File: src/rtl/core0_pkg.sv
// Shared widths and types for core0's instruction-fetch path.
package core0_pkg;

  localparam int PMEM_WIDTH = 10;
  localparam int INSN_W     = 16;
  localparam int RESET_PC   = 0;

  typedef logic [PMEM_WIDTH-1:0] pc_t;
  typedef logic [INSN_W-1:0]     insn_t;

  typedef struct packed {
    insn_t insn;
    pc_t   pc;
  } fetch_entry_t;

endpackage

File: src/rtl/fetch_fifo.sv
// Prefetch queue: synchronous FIFO with a flush that dominates push and pop.
module fetch_fifo #(
  parameter int DEPTH = 4,
  parameter int DW    = 26
) (
  input  logic                     clk,
  input  logic                     rst_n,
  input  logic                     flush,
  input  logic                     push,
  input  logic [DW-1:0]            din,
  input  logic                     pop,
  output logic [DW-1:0]            head,
  output logic [$clog2(DEPTH):0]   count
);

  localparam int AW = $clog2(DEPTH);

  logic [DW-1:0] mem [DEPTH];
  logic [AW:0]   wr_ptr;
  logic [AW:0]   rd_ptr;

  // The extra pointer bit distinguishes full from empty.
  always_ff @(posedge clk or negedge rst_n) begin
    if (!rst_n) begin
      wr_ptr <= '0;
      rd_ptr <= '0;
    end else if (flush) begin
      wr_ptr <= '0;
      rd_ptr <= '0;
    end else begin
      if (push) wr_ptr <= wr_ptr + 1'b1;
      if (pop)  rd_ptr <= rd_ptr + 1'b1;
    end
  end

  // NOTE: the storage array is deliberately not reset; the pointers alone decide
  // which entries are meaningful, and the top masks the head while empty.
  always_ff @(posedge clk) begin
    if (push && !flush) mem[wr_ptr[AW-1:0]] <= din;
  end

  assign head  = mem[rd_ptr[AW-1:0]];
  assign count = wr_ptr - rd_ptr;

endmodule

File: src/rtl/pmem_fetch.sv
// Instruction-fetch initiator: sequential PC, one-deep request pipeline into the
// flash, prefetch queue toward decode, and single-cycle redirect with flush.
module pmem_fetch
  import core0_pkg::INSN_W;
#(
  parameter int PMEM_WIDTH = core0_pkg::PMEM_WIDTH,
  parameter int QDEPTH     = 4,
  parameter int RESET_PC   = core0_pkg::RESET_PC
) (
  input  logic                  clk,
  input  logic                  rst_n,
  output logic                  pmem_ce,
  output logic [PMEM_WIDTH-1:0] pmem_a,
  input  logic [INSN_W-1:0]     pmem_d,
  input  logic                  redirect,
  input  logic [PMEM_WIDTH-1:0] redirect_pc,
  output logic                  insn_valid,
  output logic [INSN_W-1:0]     insn,
  output logic [PMEM_WIDTH-1:0] insn_pc,
  input  logic                  insn_ready
);

  localparam int CW = $clog2(QDEPTH) + 1;
  localparam int EW = INSN_W + PMEM_WIDTH;

  logic [PMEM_WIDTH-1:0] fetch_pc;
  logic [PMEM_WIDTH-1:0] req_pc;
  logic                  inflight;

  logic [CW-1:0]         count;
  logic [EW-1:0]         head;
  logic                  pop;
  logic                  push;
  logic                  issue;
  logic [PMEM_WIDTH-1:0] issue_pc;
  logic [CW:0]           credit_use;

  // NOTE: every signal driven here gets a value on every path, so no latches form.
  always_comb begin
    pop        = insn_valid & insn_ready;
    credit_use = (CW+1)'(count) + (CW+1)'(inflight) - (CW+1)'(pop);
    // rst_n gates the strobe so the flash sees no request while reset is held.
    issue      = rst_n & (redirect | (credit_use < (CW+1)'(QDEPTH)));
    issue_pc   = redirect ? redirect_pc : fetch_pc;
    // A redirect kills the response of whatever request is currently in flight.
    push       = inflight & ~redirect;
  end

  // NOTE: sequential state uses non-blocking assignments so every register
  // samples pre-edge values regardless of statement order.
  always_ff @(posedge clk or negedge rst_n) begin
    if (!rst_n) begin
      fetch_pc <= PMEM_WIDTH'(RESET_PC);
      req_pc   <= '0;
      inflight <= 1'b0;
    end else begin
      inflight <= issue;
      if (issue) begin
        req_pc   <= issue_pc;
        fetch_pc <= issue_pc + 1'b1;
      end
    end
  end

  fetch_fifo #(
    .DEPTH (QDEPTH),
    .DW    (EW)
  ) u_fifo (
    .clk   (clk),
    .rst_n (rst_n),
    .flush (redirect),
    .push  (push),
    .din   ({pmem_d, req_pc}),
    .pop   (pop),
    .head  (head),
    .count (count)
  );

  assign pmem_ce    = issue;
  assign pmem_a     = rst_n ? issue_pc : '0;
  assign insn_valid = (count != '0);
  assign insn       = insn_valid ? head[EW-1:PMEM_WIDTH] : '0;
  assign insn_pc    = insn_valid ? head[PMEM_WIDTH-1:0]  : '0;

endmodule

File: config.mk
export PLATFORM = sky130hd
export DESIGN_NAME = pmem_fetch
export DESIGN_NICKNAME = d
export VERILOG_FILES = /design/src/rtl/core0_pkg.sv /design/src/rtl/fetch_fifo.sv /design/src/rtl/pmem_fetch.sv
export SDC_FILE = /design/constraint.sdc
export NUM_CORES = 1
export LEC_CHECK = 0
export ABC_AREA = 1
export CORE_ASPECT_RATIO = 1.2
export CORE_MARGIN = 2
export CORE_UTILIZATION = 45
export CTS_CLUSTER_SIZE = 25
export DETAILED_ROUTE_END_ITERATION = 6
export PLACE_DENSITY = 0.68
export SLEW_MARGIN = 20
export SYNTH_ARGS = -nofsm -noshare
export SYNTH_HDL_FRONTEND = slang
export SYNTH_SLANG_ARGS = --single-unit
File: constraint.sdc
create_clock -name clk -period 3.6 [get_ports clk]
set_input_delay 1.08 -clock clk [delete_from_list [all_inputs] [get_ports clk]]
set_output_delay 1.08 -clock clk [all_outputs]
set_load 0.03 [all_outputs]
### Track usage over the die, run 1

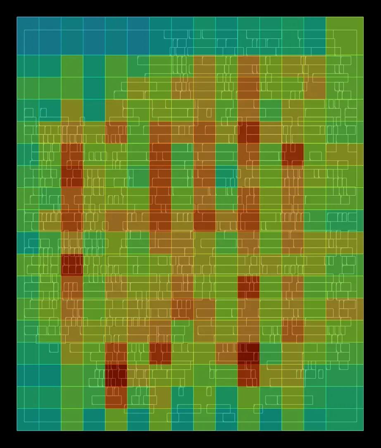
Global Route Usage Sum: 0.177
busiest layer in global routing: met2

### Signal wires on met1, run 1

Supply wires on this layer in gray.
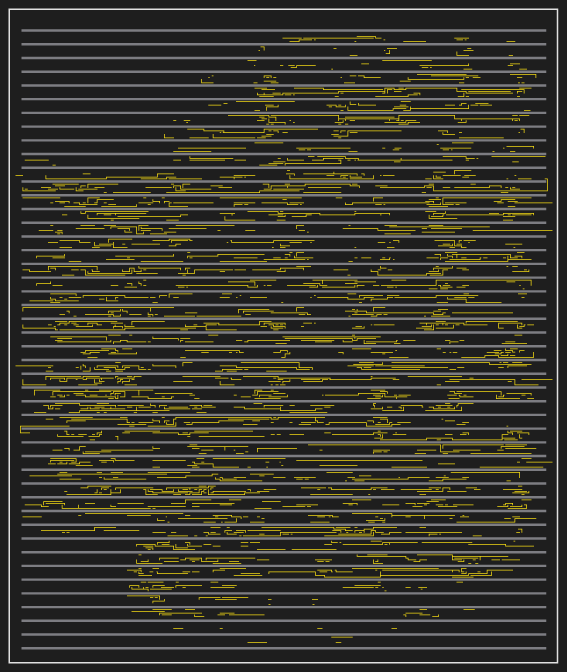
The wires run mostly horizontal. 602 nets have wire on it.

==> flow_summary.yaml, run 1 <==
# generated from flow reports
power_and_ir_drop:
  switching_share: 0.396
  powerSeq_w: 0.00206
  power.density_mw_per_mm2: 1000
  p_leak_nw: 3.19
  p_seq_frac: 0.272
  internal_power_w: 0.00458
  p_sw_w: 0.00301
synth:
  synth.area.top_cells: "edfxtp_1 53%, dfrtp_1 11%, nand2_1 7.5%, nor2_1 5.9%, o32ai_1 3.9%"
  common_cells: "117 x nand2_1, 104 x edfxtp_1, 93 x nor2_1"
  avgSynthCellArea_um2: 10.6
  ys_cells: 554
  most_common_cell: "nand2_1"
  async_flop_share: 0.206
  yosysUniqueCellTypes: 31
  synthCells: 554
  ys_chip_area_mm2: 0.00588
  yosysTopAreaCellShare: 0.531
finish:
  drive_above_1_share: 0.221
  nClkBuffers: 17
  nNetsFinal: 685
  mostFrequentLayoutCell: "nand2_1"
  logic_gates: 344
  synthToLayoutAreaGrowth_pct: 28.8
  largest_class: "registers"
  ff_count: 131
  regArea_mm2: 0.00380
  antennaDiodeCount: 0
setup_path:
  crit_path_frequent_cell: "nand2_2"
  arrival_ns: 3.06
  r2r_start: "u_fifo.wr_ptr[0]"
  worst_setup_path_end_kind: "output port"
  crit_required_ns: 2.52
  cp-endpoint: "pmem_ce"
  cp.buffers_inverters: 7
  crit_family: "simple AND/OR/NAND/NOR gates"
clocking:
  max-clock-path-buffers: 2
  clk_latency_ns: 0.41
  post_cts_resized: 11
  clk_pin_slew_ns: 0.06
  cts_setup_buffers: 3
  cts-root-buf: "clkbuf_16"
  cts_made_buffers: 17
  cts_hold_buf: 0
  tritoncts: "yes"
floorplanning:
  rows: 45
  dieHeight_um: 129
  io_pins: 68
  die_area_mm2: 0.0140
  die_w_um: 108
  fp-utilization: 0.462
placed_design:
  portBuffers: 67
  finalWeightedCongestion: 0.853
  dpl.cell_count: 785
routing:
  drt_iter0_drc: 210
  drc: 0
  wl_met1_um: 5090
  via_per_inst: 5.12
  vias: 4197
  drt_first_pass_iters: 4
  wl_met3_um: 655
timing:
  setup_ws_ns: -0.536
  finalSetupViolCount: 1
  worst_clock_skew_ns: 0.0149
  final_hold_viol_count: 0
  drv_slew: 0
  maxSlewHeadroom: 0.623
global_route:
  met1_usage: 0.220
  grt_pass1_wl_um: 19000
  antenna_found_initial: 0
  met3_usage: 0.0418
  use_met2: 0.306
  grt_overflow: 0
min_path:
  min_from: "fetch_pc[1]"
run_status:
  violations: "negative setup slack"
  status: "finished with violations"
### Cell area per tile, run 1

The die is cut into 11 by 13 equal tiles; white is low, dark blue is high, 0 to 100% covered.
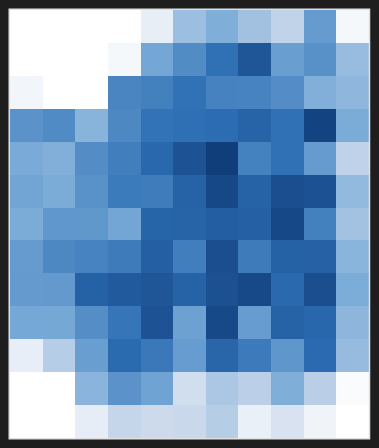
9.8% of the tiles are nearly empty. The mean over all tiles is 53%. The densest ninth of the die: middle. The fullest tile reaches 94%. The emptiest ninth of the die: top left. 25% of the tiles are over 75% full.

-- run 1: stage by stage --
step / instance area, um2 / utilization / setup slack [ns] / total power [W]
detailed placement: 6820 / 0.536 / -0.476 / 0.00559
floorplan: 5900 / - / -0.221 / 0.00430
global placement: 6820 / 0.536 / -0.411 / 0.00550
CTS: 7540 / 0.593 / -0.549 / 0.00759
global route: 7570 / 0.595 / -0.713 / 0.00804
finish: 7570 / 0.595 / -0.536 / 0.00759
-- run 1: cells by family (layout without fill, tap and decap cells) --
family,after synthesis,count (layout),share of synthesized area
DFF,131,131,0.646
adders and majority gates,11,11,0.0247
buffers and inverters,79,181,0.0605
xor gates and xnor gates,4,4,0.00596
AOI/OAI and AO/OA,65,65,0.0749
and+or+nand+nor,264,264,0.188
==> inputs of run 2 (changes only) <==
Settings changed: GPL_ROUTABILITY_DRIVEN set to 0, SLEW_MARGIN 20 to unset.
### Wires at chosen ports, followed through buffers, run 2

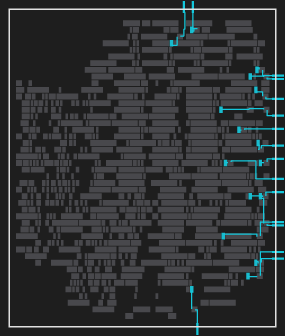
Cyan shows `insn`, direction output, end cells 16, wire 224 um.

==> run 2 against run 1 <==
- the run still ends with negative setup slack left
- sequential power about the same
- global-route usage is the same
- synthesized area did not move
==> flow_summary.yaml, run 2 <==
# generated from flow reports
run_status:
  status: "finished with violations"
  violations: "negative setup slack"
synth:
  async_flop_share: 0.206
  ys_chip_area_mm2: 0.00588
  yosysUniqueCellTypes: 31
  most_common_cell: "nand2_1"
  synth.area.top_cells: "edfxtp_1 53%, dfrtp_1 11%, nand2_1 7.5%, nor2_1 5.9%, o32ai_1 3.9%"
  ys_cells: 554
  adder_share: 0.0247
  yosysTopAreaCellShare: 0.531
  common_cells: "117 x nand2_1, 104 x edfxtp_1, 93 x nor2_1"
  mux_share: 0
  synthAoiAreaFrac: 0.0749
  synth.comb.largest_family: "simple AND/OR/NAND/NOR gates"
  ys_sh_xor: 0.00596
  synthCells: 554
  simple_gate_area_frac: 0.188
routing:
  wl_met3_um: 655
  drt_first_pass_iters: 4
  drc: 0
  vias: 4197
  wl_met1_um: 5090
  drt_iter0_drc: 210
  via_per_inst: 5.12
finish:
  mostFrequentLayoutCell: "nand2_1"
  ff_count: 131
  nClkBuffers: 17
  stdcell_area_mm2: 0.00757
  synthToLayoutAreaGrowth_pct: 28.8
  drive_above_1_share: 0.221
  antennaDiodeCount: 0
  regArea_mm2: 0.00380
  nNetsFinal: 685
  final_util: 0.595
  logic_gates: 344
timing:
  final_hold_viol_count: 0
  worst_clock_skew_ns: 0.0149
  setup_ws_ns: -0.536
  drv_slew: 0
  finalSetupViolCount: 1
global_route:
  antenna_found_initial: 0
  busiest_layer: "met2"
  grt.total_usage: 0.177
  grt_pass1_wl_um: 19000
  met3_usage: 0.0418
  use_met2: 0.306
  grt_overflow: 0
  met1_usage: 0.220
power_and_ir_drop:
  switching_share: 0.396
  power.density_mw_per_mm2: 1000
  p_sw_w: 0.00301
  p_seq_frac: 0.272
  powerSeq_w: 0.00206
  power.total_w: 0.00759
  p_leak_nw: 3.19
clocking:
  clk_pin_slew_ns: 0.06
  cts_made_buffers: 17
  clk_latency_ns: 0.41
  tritoncts: "yes"
  cts-root-buf: "clkbuf_16"
placed_design:
  placedInstanceArea_mm2: 0.00682
  dpl.cell_count: 785
  post-place-ws_ns: -0.476
  portBuffers: 67
setup_path:
  worst_setup_path_end_kind: "output port"
  crit_path_frequent_cell: "nand2_2"
  arrival_ns: 3.06
  crit_family: "simple AND/OR/NAND/NOR gates"
  cp.buffers_inverters: 7
floorplanning:
  die_area_mm2: 0.0140
  dieHeight_um: 129
  io_pins: 68
  rows: 45
### Placed cells, one color a class, run 2

The bar under the picture is 20 um long. Fill, decap, tap and diode cells in gray.
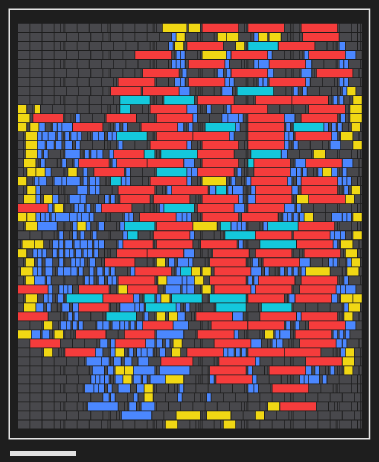
Red shows flops, cells 131. Yellow shows other buffers and delay cells, cells 98. Blue shows combinational and other logic, cells 396. Cyan shows clock drivers and dummy loads, cells 31.

## run 2: what timing repair did
| action | in CTS | in global routing |
|---|---|---|
| setup endpoints to repair | 1 | 30 |
| cloned | 0 | 0 |
| gates resized | 11 | 11 |
| setup buffers | 3 | 1 |
| pin swaps | 9 | 5 |
## run 2: worst paths after layout
check	start	end	cells after the start
max in group asynchronous	rst_n	u_fifo.rd_ptr[0]	2
worst min register to register	fetch_pc[1]	fetch_pc[1]	2
min in group asynchronous	rst_n	fetch_pc[0]	2
worst min-delay path	fetch_pc[1]	fetch_pc[1]	2
worst max-delay path	u_fifo.wr_ptr[0]	pmem_ce	23
worst max register to register	u_fifo.wr_ptr[0]	req_pc[5]	24
### Track usage over the die, run 2

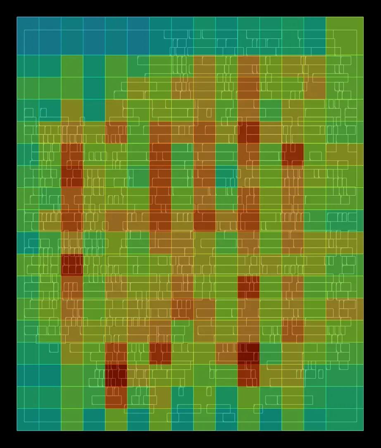

==> inputs of run 3 (changes only) <==
Settings changed: CORE_UTILIZATION 45 to 35, PLACE_DENSITY 0.68 to 0.55, SKIP_LAST_GASP set to 1.
### Track usage over the die, run 3

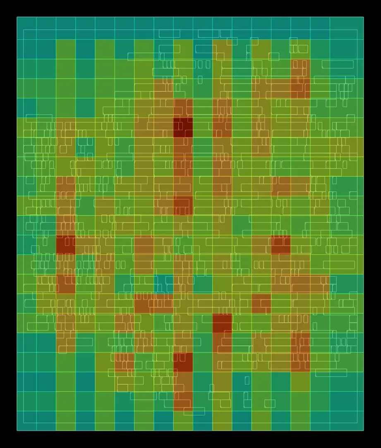
met3 usage: 0.0270
end-of-flow core utilization: 0.469
WL/cell: 14.4 um
met1 usage: 0.183

### Cell area per tile, run 3

The die is cut into 12 by 15 equal tiles; white is low, dark blue is high, 0 to 100% covered.
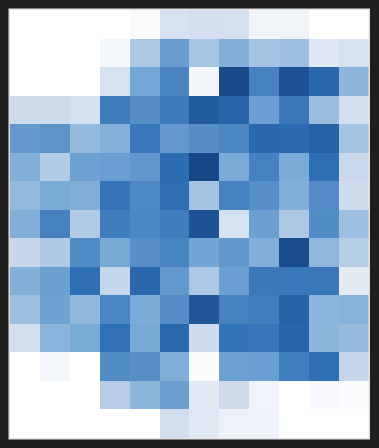
The mean over all tiles is 41%. The emptiest ninth of the die: top left. The fullest tile reaches 91%. 15% of the tiles are nearly empty.

==> run 3 against run 2 <==
- the run still ends with negative setup slack left
- maximum frequency increased by 1.1%
- final area increased by 1.1%
- sequential cell count unchanged
- non-clock buffer count increased by 4
- clock skew decreased by 0.0081 ns
==> flow_summary.yaml, run 3 <==
# generated from flow reports
run_status:
  status: "finished with violations"
  violations: "negative setup slack"
finish:
  mostFrequentLayoutCell: "nand2_1"
  regArea_mm2: 0.00380
  stdcell_area_mm2: 0.00766
  nNetsFinal: 689
  nClkBuffers: 18
clocking:
  clk_latency_ns: 0.40
  cts_made_buffers: 17
  cts_hold_buf: 0
  tritoncts: "yes"
  cts-root-buf: "clkbuf_16"
floorplanning:
  dieHeight_um: 146
  fp-utilization: 0.360
  rows: 51
  die_area_mm2: 0.0178
routing:
  wl_met3_um: 436
  vias: 4128
  drc: 0
global_route:
  grt.total_usage: 0.147
  grt_overflow: 0
  grt_pass1_wl_um: 20200
setup_path:
  crit_cells: 20
  worst_setup_path_end_kind: "output port"
  r2r_start: "u_fifo.rd_ptr[0]"
  crit_family: "simple AND/OR/NAND/NOR gates"
  crit_path_frequent_cell: "nand2_2"
timing:
  finalSetupViolCount: 1
  setup_ws_ns: -0.491
placed_design:
  portBuffers: 67
  placedInstanceArea_mm2: 0.00694
  post-place-ws_ns: -0.444
power_and_ir_drop:
  power.density_mw_per_mm2: 990
  p_leak_nw: 3.19
synth:
  avgSynthCellArea_um2: 10.6
min_path:
  holdPathEnd: "fetch_pc[1]"
## run 3: power breakdown
part,internal [W],leakage [nW],switching (W)
Sequential,0.00193,1.29,0.000133
Combinational,0.00156,1.61,0.00227
Clock,0.00108,0.283,0.000608
Total,0.00457,3.19,0.00301
## run 3: logic make-up after synthesis
kind of cell / count (synthesis) / share of synthesized area
AND/OR/NAND/NOR: 264 / 0.188
flip-flops: 131 / 0.646
buffers and inverters: 79 / 0.0605
AND-OR/OR-AND: 65 / 0.0749
adder cells (fa/ha/maj): 11 / 0.0247
XOR/XNOR: 4 / 0.00596
## run 3: metrics by stage
step / instances / hold WS (ns)
4_1_cts: 870 / 0.474
6_report: 873 / 0.468
5_1_grt: 873 / 0.492
2_1_floorplan: 554 / 0.442
3_3_place_gp: 833 / 0.453
3_5_place_dp: 833 / 0.460
Power and IR drop assume default switching activity.
